### src/rtl/uart_conf_rx.sv
// -----------------------------------------------------------------------------
// uart_conf_rx
//
// UART configuration receiver. It parses ASCII decimal lines such as
// "72,4,24,2,45\n" into CH_NUM configuration channels of PAR_W bits each.
// Field values are gathered in shadow registers. They are copied to `conf`
// in a single cycle, and only after a complete and valid line, so the
// consuming timing core never sees a half-updated configuration.
//
// Optional feature: define CONF_PARITY_EN to receive 8E1 frames. Each frame
// then carries a 9th, even-parity bit. With the macro undefined the frame is
// 8N1 and no parity logic exists.
//
// Parameters:
//   BIT_CLKS  clk cycles per UART bit (>= 8)
//   CH_NUM    number of configuration channels (1..16)
//   PAR_W     width of each channel value (4..32)
//   DIG_MAX   maximum decimal digits per field
//
// Ports:
//   clk         system clock, rising edge
//   rst_n       synchronous active-low reset
//   uart_data   asynchronous serial input, idle high
//   conf        committed values, channel i at [i*PAR_W +: PAR_W]
//   conf_valid  one-cycle pulse when conf is updated
//   err         one-cycle error pulse
//   err_code    error cause, held until the next error
//               (0 frame/parity, 1 illegal char, 2 overflow, 3 field count/empty)
//   state       receiver FSM state (0 IDLE, 1 START, 2 DATA, 3 STOP)
// -----------------------------------------------------------------------------
module uart_conf_rx #(
  parameter int BIT_CLKS = 434,
  parameter int CH_NUM   = 5,
  parameter int PAR_W    = 16,
  parameter int DIG_MAX  = 5
) (
  input  logic                      clk,
  input  logic                      rst_n,
  input  logic                      uart_data,
  output logic [CH_NUM*PAR_W-1:0]   conf,
  output logic                      conf_valid,
  output logic                      err,
  output logic [1:0]                err_code,
  output logic [1:0]                state
);

  localparam int CNT_W = $clog2(BIT_CLKS);
  localparam logic [CNT_W-1:0] CNT_LAST = CNT_W'(BIT_CLKS - 1);
  localparam logic [CNT_W-1:0] CNT_HALF = CNT_W'(BIT_CLKS / 2 - 1);

`ifdef CONF_PARITY_EN
  localparam logic [3:0] BIT_LAST = 4'd8;  // 8 data bits + parity
`else
  localparam logic [3:0] BIT_LAST = 4'd7;  // 8 data bits
`endif

  localparam int IDX_W = (CH_NUM > 1) ? $clog2(CH_NUM) : 1;
  localparam logic [IDX_W-1:0] IDX_LAST = IDX_W'(CH_NUM - 1);

  // The digit counter saturates at DIG_MAX+1. That value is enough to tell
  // that a field has too many digits.
  localparam int DIG_W = $clog2(DIG_MAX + 2);
  localparam logic [DIG_W-1:0] DIG_LIM = DIG_W'(DIG_MAX);
  localparam logic [DIG_W-1:0] DIG_SAT = DIG_W'(DIG_MAX + 1);

  localparam logic [PAR_W+3:0] ACC_MAX = {4'b0000, {PAR_W{1'b1}}};

  localparam logic [7:0] CH_COMMA = 8'h2C;
  localparam logic [7:0] CH_LF    = 8'h0A;
  localparam logic [7:0] CH_CR    = 8'h0D;

  typedef enum logic [1:0] {
    S_IDLE  = 2'd0,
    S_START = 2'd1,
    S_DATA  = 2'd2,
    S_STOP  = 2'd3
  } rx_state_e;

  typedef enum logic [1:0] {
    E_FRAME = 2'd0,
    E_CHAR  = 2'd1,
    E_OVF   = 2'd2,
    E_COUNT = 2'd3
  } err_e;

  // ---------------------------------------------------------------------------
  // Input synchroniser and arming
  // ---------------------------------------------------------------------------
  // `armed` stays low after reset until the line has been seen high. A frame
  // that is already in progress when reset releases is therefore not mistaken
  // for a start bit. The synchroniser resets low so that this check sees the
  // real line level and not a reset value.
  logic sync1;
  logic rx_s;
  logic armed;

  // NOTE: state registers use non-blocking assignments. Every flop then
  // samples the pre-edge value, whatever order the processes run in.
  always_ff @(posedge clk) begin
    if (!rst_n) begin
      sync1 <= 1'b0;
      rx_s  <= 1'b0;
      armed <= 1'b0;
    end else begin
      sync1 <= uart_data;
      rx_s  <= sync1;
      if (rx_s) armed <= 1'b1;
    end
  end

  // ---------------------------------------------------------------------------
  // Receiver FSM
  // ---------------------------------------------------------------------------
  rx_state_e        state_q, state_d;
  logic [CNT_W-1:0] cnt_q;
  logic [3:0]       bit_q;
  logic [7:0]       shreg_q;
  logic             par_ok;
  logic             byte_stb;
  logic             frame_err;

`ifdef CONF_PARITY_EN
  logic par_q;
  // Even parity: the parity bit equals the XOR of the eight data bits.
  assign par_ok = ((^shreg_q) == par_q);
`else
  assign par_ok = 1'b1;
`endif

  always_ff @(posedge clk) begin
    if (!rst_n) state_q <= S_IDLE;
    else        state_q <= state_d;
  end

  // NOTE: every output of a combinational process gets a default first.
  // A path that leaves a signal unassigned would otherwise infer a latch.
  always_comb begin
    state_d   = state_q;
    byte_stb  = 1'b0;
    frame_err = 1'b0;
    unique case (state_q)
      S_IDLE: begin
        if (armed && !rx_s) state_d = S_START;
      end
      S_START: begin
        // Mid-point of the start bit. A high line here was only a glitch.
        if (cnt_q == CNT_HALF) state_d = rx_s ? S_IDLE : S_DATA;
      end
      S_DATA: begin
        if (cnt_q == CNT_LAST && bit_q == BIT_LAST) state_d = S_STOP;
      end
      S_STOP: begin
        if (cnt_q == CNT_LAST) begin
          state_d = S_IDLE;
          if (rx_s && par_ok) byte_stb  = 1'b1;
          else                frame_err = 1'b1;
        end
      end
      default: state_d = S_IDLE;
    endcase
  end

  // Bit timing counter and shift register. The counter restarts in IDLE.
  // Every later sample point therefore follows from the detected start edge.
  always_ff @(posedge clk) begin
    if (!rst_n) begin
      cnt_q   <= '0;
      bit_q   <= '0;
      shreg_q <= '0;
`ifdef CONF_PARITY_EN
      par_q   <= 1'b0;
`endif
    end else begin
      unique case (state_q)
        S_IDLE: begin
          cnt_q <= '0;
          bit_q <= '0;
        end
        S_START: begin
          cnt_q <= (cnt_q == CNT_HALF) ? '0 : cnt_q + 1'b1;
        end
        S_DATA: begin
          if (cnt_q == CNT_LAST) begin
            cnt_q <= '0;
            bit_q <= (bit_q == BIT_LAST) ? '0 : bit_q + 1'b1;
`ifdef CONF_PARITY_EN
            if (bit_q == 4'd8) par_q <= rx_s;
            else               shreg_q <= {rx_s, shreg_q[7:1]};
`else
            shreg_q <= {rx_s, shreg_q[7:1]};   // LSB arrives first
`endif
          end else begin
            cnt_q <= cnt_q + 1'b1;
          end
        end
        S_STOP: begin
          cnt_q <= (cnt_q == CNT_LAST) ? '0 : cnt_q + 1'b1;
        end
        default: cnt_q <= '0;
      endcase
    end
  end

  assign state = state_q;

  // ---------------------------------------------------------------------------
  // Line parser
  // ---------------------------------------------------------------------------
  logic [PAR_W-1:0]        acc_q;
  logic [IDX_W-1:0]        idx_q;
  logic [DIG_W-1:0]        dig_q;
  logic                    bad_q;    // line already reported an error
  logic                    empty_q;  // some completed field had no digits
  logic [PAR_W-1:0]        shadow_q [CH_NUM];

  logic                    is_digit;
  logic                    is_comma;
  logic                    is_lf;
  logic                    is_cr;
  logic [PAR_W+3:0]        acc_ext;
  logic [PAR_W+3:0]        prod;
  logic [DIG_W-1:0]        dig_inc;
  logic                    line_ok;
  logic                    raise;
  err_e                    raise_code;
  logic                    commit;
  logic [CH_NUM*PAR_W-1:0] commit_vec;

  assign is_digit = (shreg_q >= 8'h30) && (shreg_q <= 8'h39);
  assign is_comma = (shreg_q == CH_COMMA);
  assign is_lf    = (shreg_q == CH_LF);
  assign is_cr    = (shreg_q == CH_CR);

  // acc*10 + d uses shifts and adds. The 4 extra bits hold any result, so
  // an overflow shows up as a value above the PAR_W-bit maximum.
  assign acc_ext = {4'b0000, acc_q};
  assign prod    = (acc_ext << 3) + (acc_ext << 1) + {{PAR_W{1'b0}}, shreg_q[3:0]};
  assign dig_inc = (dig_q == DIG_SAT) ? dig_q : dig_q + 1'b1;

  // Conditions a line must meet at '\n' to commit. The last field is the
  // one still in acc.
  assign line_ok = (idx_q == IDX_LAST) && !bad_q && !empty_q && (dig_q != '0);

  always_comb begin
    for (int i = 0; i < CH_NUM; i++) begin
      commit_vec[i*PAR_W +: PAR_W] = (IDX_W'(i) == idx_q) ? acc_q : shadow_q[i];
    end
  end

  // Error cause for this byte, before the rule that a bad line reports only
  // its first error. That suppression is applied at the register.
  always_comb begin
    raise      = 1'b0;
    raise_code = E_FRAME;
    commit     = 1'b0;
    if (frame_err) begin
      raise      = 1'b1;
      raise_code = E_FRAME;
    end else if (byte_stb) begin
      if (is_digit) begin
        if (prod > ACC_MAX || dig_inc > DIG_LIM) begin
          raise      = 1'b1;
          raise_code = E_OVF;
        end
      end else if (is_comma) begin
        if (idx_q == IDX_LAST) begin
          raise      = 1'b1;
          raise_code = E_COUNT;
        end
      end else if (is_lf) begin
        commit = line_ok;
        if (!line_ok) begin
          raise      = 1'b1;
          raise_code = E_COUNT;
        end
      end else if (!is_cr) begin
        raise      = 1'b1;
        raise_code = E_CHAR;
      end
    end
  end

  // NOTE: the shadow array is reset explicitly. A reset that clears it
  // keeps a partial first line from committing stale power-up contents.
  always_ff @(posedge clk) begin
    if (!rst_n) begin
      acc_q      <= '0;
      idx_q      <= '0;
      dig_q      <= '0;
      bad_q      <= 1'b0;
      empty_q    <= 1'b0;
      for (int i = 0; i < CH_NUM; i++) shadow_q[i] <= '0;
      conf       <= '0;
      conf_valid <= 1'b0;
      err        <= 1'b0;
      err_code   <= 2'd0;
    end else begin
      conf_valid <= commit;
      err        <= raise && !bad_q;
      if (raise && !bad_q) err_code <= raise_code;
      if (commit) conf <= commit_vec;

      if (frame_err) begin
        // The byte is lost. The line it belonged to cannot be trusted.
        bad_q <= 1'b1;
      end else if (byte_stb) begin
        if (is_digit) begin
          acc_q <= prod[PAR_W-1:0];
          dig_q <= dig_inc;
          if (raise) bad_q <= 1'b1;
        end else if (is_comma) begin
          if (idx_q != IDX_LAST) begin
            shadow_q[idx_q] <= acc_q;
            idx_q           <= idx_q + 1'b1;
            if (dig_q == '0) empty_q <= 1'b1;
          end else begin
            bad_q <= 1'b1;
          end
          acc_q <= '0;
          dig_q <= '0;
        end else if (is_lf) begin
          shadow_q[idx_q] <= acc_q;
          acc_q   <= '0;
          idx_q   <= '0;
          dig_q   <= '0;
          bad_q   <= 1'b0;
          empty_q <= 1'b0;
        end else if (!is_cr) begin
          bad_q <= 1'b1;
        end
      end
    end
  end

endmodule

### config.mk
export PLATFORM = sky130hd
export DESIGN_NAME = uart_conf_rx
export DESIGN_NICKNAME = d
export VERILOG_FILES = /design/src/rtl/uart_conf_rx.sv
export SDC_FILE = /design/constraint.sdc
export NUM_CORES = 1
export LEC_CHECK = 0
export ABC_AREA = 1
export CELL_PAD_IN_SITES_DETAIL_PLACEMENT = 0
export CELL_PAD_IN_SITES_GLOBAL_PLACEMENT = 2
export CORE_MARGIN = 2
export CORE_UTILIZATION = 38
export DETAILED_ROUTE_END_ITERATION = 7
export MAX_ROUTING_LAYER = met4
export PLACE_DENSITY_LB_ADDON = 0.1
export SETUP_SLACK_MARGIN = 0.4
export SLEW_MARGIN = 20
export SYNTH_ARGS = -nofsm -noshare
export SYNTH_HDL_FRONTEND = slang
export SYNTH_SLANG_ARGS = --single-unit
### constraint.sdc
create_clock -name clk -period 7.15 [get_ports clk]
set_clock_uncertainty 0.1 [all_clocks]
set_input_delay 2.145 -clock clk [delete_from_list [all_inputs] [get_ports clk]]
set_output_delay 2.145 -clock clk [all_outputs]
set_load 0.005 [all_outputs]
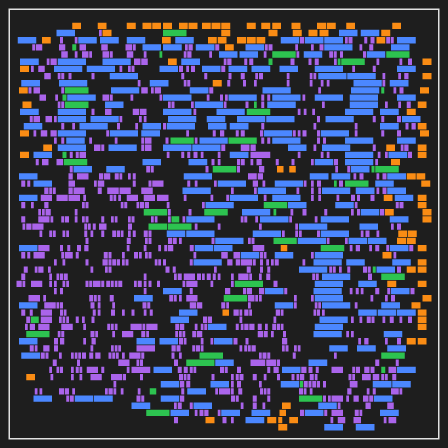
Figure 1: placed cells, one color a class.
legend:
  green:
    class: clock drivers and dummy loads
    cells: 46
  blue:
    class: flops
    cells: 214
  purple:
    class: combinational and other logic
    cells: 872
  orange:
    class: other buffers and delay cells
    cells: 93
final core utilization: 46.80%
Rows: 57

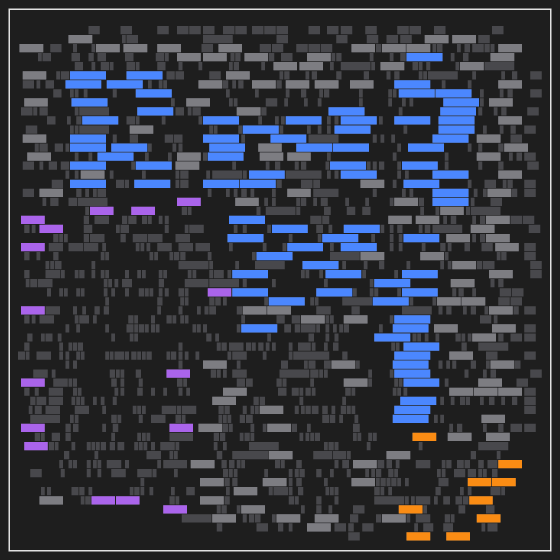
Figure 2: register map, names as in the netlist.
legend:
  orange:
    netlist_name: cnt_q
    sequential_cells: 9
    where: lower right
  purple:
    netlist_name: acc_q
    sequential_cells: 16
  blue:
    netlist_name: shadow_q
    sequential_cells: 80
sequential share of cell area: 44.42%
sequential group power: 1.30 mW
Reg area: 5085 µm²

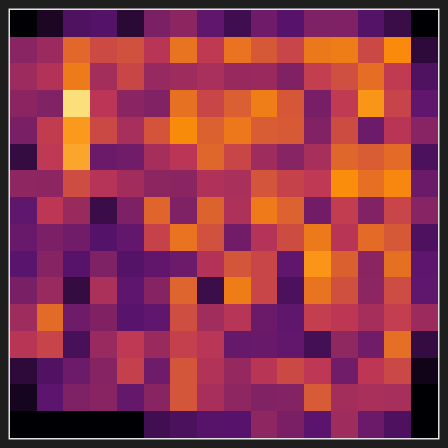
Figure 3: cell density map.
16 x 16 tiles, from black (low) to pale yellow (high), 0 to 100% covered.
tiles over 75% full: 2.3%
emptiest ninth of the die: lower left
nearly empty tiles: 3.5%
fullest tile: 93%
mean over tiles: 42%
starting density of the core: 38.99%
Core Box Area: 24,460 µm²

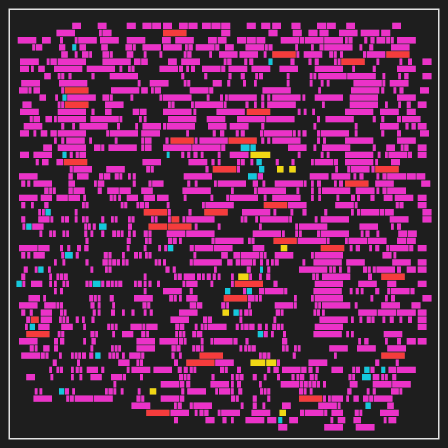
Figure 4: cell sizes after repair.
legend:
  red:
    size: _6 and larger
    cells: 31
    most_used: clkbuf_16
  yellow:
    size: _3 and _4 cells
    cells: 10
    most_used: buf_4
  cyan:
    size: _2 cells
    cells: 31
    most_used: or2_2
  magenta:
    size: _0 and _1 cells
    cells: 1,153
    most_used: nor2_1
fin worst setup slack: 2.698 ns
Area Overhead vs Synth: 20.03%
non-clock buffer count: 93
Post-Layout Inst Area: 11,450 µm²

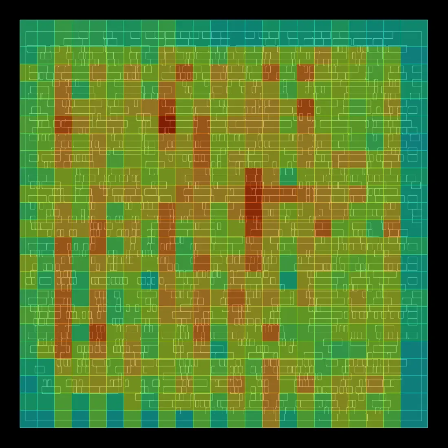
Figure 5: congestion heat map.
met1 GRT Util: 27.38%
wire per inst: 16.26 µm
M2 GR Usage: 31.49%
Tot GR Track Use: 19.77%

==> results_dict.tcl <==
# place-and-route summary
set metrics [dict create \
    flops 214 \
    p_seq_share_pct 49.3 \
    report.power.total_mw 2.642 \
    critPathMaxFanout 44 \
    n_clock_buffer 31 \
    yosysSeqAreaShare_pct 53.31 \
    routed_wl_um 25180 \
    powerDensity_nw_per_um2 230.7 \
    max_freq_mhz 224.6 \
    first_global_vias 7190 \
    ir_worst_vdd_v 0.0001786 \
    drive_above_1_share_pct 5.878 \
    top_logic_kind "simple AND/OR/NAND/NOR gates" \
    root_buffer "clkbuf_16" \
    crit_cells 6 \
    logic_gate_count 748 \
    final-max-slew-violation-count 0 \
    rsz0062_at_grt "no" \
    p_sw_share_pct 21.85 \
    largestClassByArea "registers" \
    dr.pass1.iters 4 \
    ant_nets 0 \
    drt_iter0_drc 520 \
    overflow 0 \
    cp.buffers_inverters 3 \
    crit_chain "buf_2 -> buf_4 -> inv_1 -> nor2_2 -> nand4_1 -> nand2_1" \
    place_area_um2 10630 \
    nets 1251 \
    antenna_found_initial 0 \
    hold_viol 0 \
    synthesis.nets 1173 \
    die_x_um 162.4 \
    layout_top_cell "nor2_1" \
    post_cts_buffers 0 \
    synth-compound-area-share_pct 10.87 \
    cts_buffers 25 \
    grt_max_degree 67 \
    io_pins 89 \
    relSlewSlack_pct 40.14 \
    path_clk_slew_ns 0.06 \
    nNonClkInverters 124 \
    clock_cell_area_share_pct 7.158 \
    cp-startpoint "rst_n" \
    setup_tns_ns 0 \
    fin_crit_sh_pct 62.27 \
    pwr-share-clk_pct 48.4 \
    final_cell_mix "250 x nor2_1, 186 x nand2_1, 134 x dfxtp_1, 122 x inv_1, 87 x clkdlybuf4s50_1" \
    rr_startpoint "acc_q[2]$_SDFFE_PN0P_" \
    routed_via_density 4.803 \
    hp-class "flip-flop to flip-flop" \
    die_y_um 162.4 \
    netlist_area_um2 9538 \
    crit_family "simple AND/OR/NAND/NOR gates" \
    logic_area_um2 3760 \
    synth-simple-area-share_pct 22.39 \
    worstMarginPinSlew_ns 0.8969 \
    synth_top_area_share_pct 28.13 \
    status "finished, final reports clean" \
    arrival_ns 4.51 \
    fin_cells 1549 \
    io_buffers 88 \
    ys_cells 1128 \
    synth.avg_cell_area_um2 8.456 \
    fin_crit_ns 4.452 \
    synth_cells 1128 \
    antenna_cells 0 \
    signal_buffer_area_fraction_pct 7.978 \
    r2r-end "err$_SDFF_PN0_" \
    common_cells "250 x nor2_1, 187 x nand2_1, 134 x dfxtp_1" \
    cts_resized 0 \
    tap_cells 324 \
    synth_cell_types 38 \
    synth-adder-area-share_pct 5.667 \
    r2r_cells 18 \
    top_cell "nor2_1" \
    cpPeakStageDelay_ns 0.80 \
    p_int_mw 2.064 \
    setup_viol 0 \
    leakage_nw 4.641 \
    dpl.hpwl_um 16780 \
    cts_buffer_depth 3 \
    grt_pass1_wl_um 39630 \
    cts_max_level 1 \
    place_ws_ns 2.184 \
    worst_setup_path_end_kind "flip-flop" \
    ys.flops 214 \
    power_switching_mw 0.5772 \
    place_congestion 0.7688 \
    hold_slack_ns 0.3572 \
    synthXorXnorAreaFrac_pct 0.4591 \
    regToRegSetupSlack_ns 3.72 \
    drc 0 \
    yosys_area_um2 9538 \
    hold_path.startpoint "shadow_q[3][10]$_SDFFCE_PN0P_" \
    comb_share_pct 32.84 \
    yosys_warnings 0 \
    tritoncts "done" \
    cap_viol_max_count 0 \
    hold_buffers 0 \
    combPwrFrac_pct 2.3 \
    hold_end "conf[58]$_SDFFE_PN0P_" \
]
## flip-flops by register name, summed over array words and instances (netlist names), named ones only
name and cells:
conf 80, shadow_q 80, acc_q 16, cnt_q 9, shreg_q 8, bit_q 4
dig_q 3, idx_q 3, err_code 2, armed 1, bad_q 1, conf_valid 1
empty_q 1, err 1, rx_s 1, state 1, sync1 1
## power groups by stage
stage	logic, mW	clock network [mW]	registers (mW)
final	0.0601	1.28	1.30
after CTS	0.0605	1.31	1.30
after floorplan	0.0403	0	1.32
after global routing	0.0664	1.36	1.30
after global placement	0.0604	0	1.33
after detailed placement	0.0603	0	1.33
## metal layers
metal	up-vias	wire (µm)	track usage, %
met4	0	416	3.781
met2	123	11330	31.49
met5	-	0	-
met3	32	978	2.496
met1	3443	12450	27.38
li1	3842	-	-
Power and IR drop assume default switching activity.
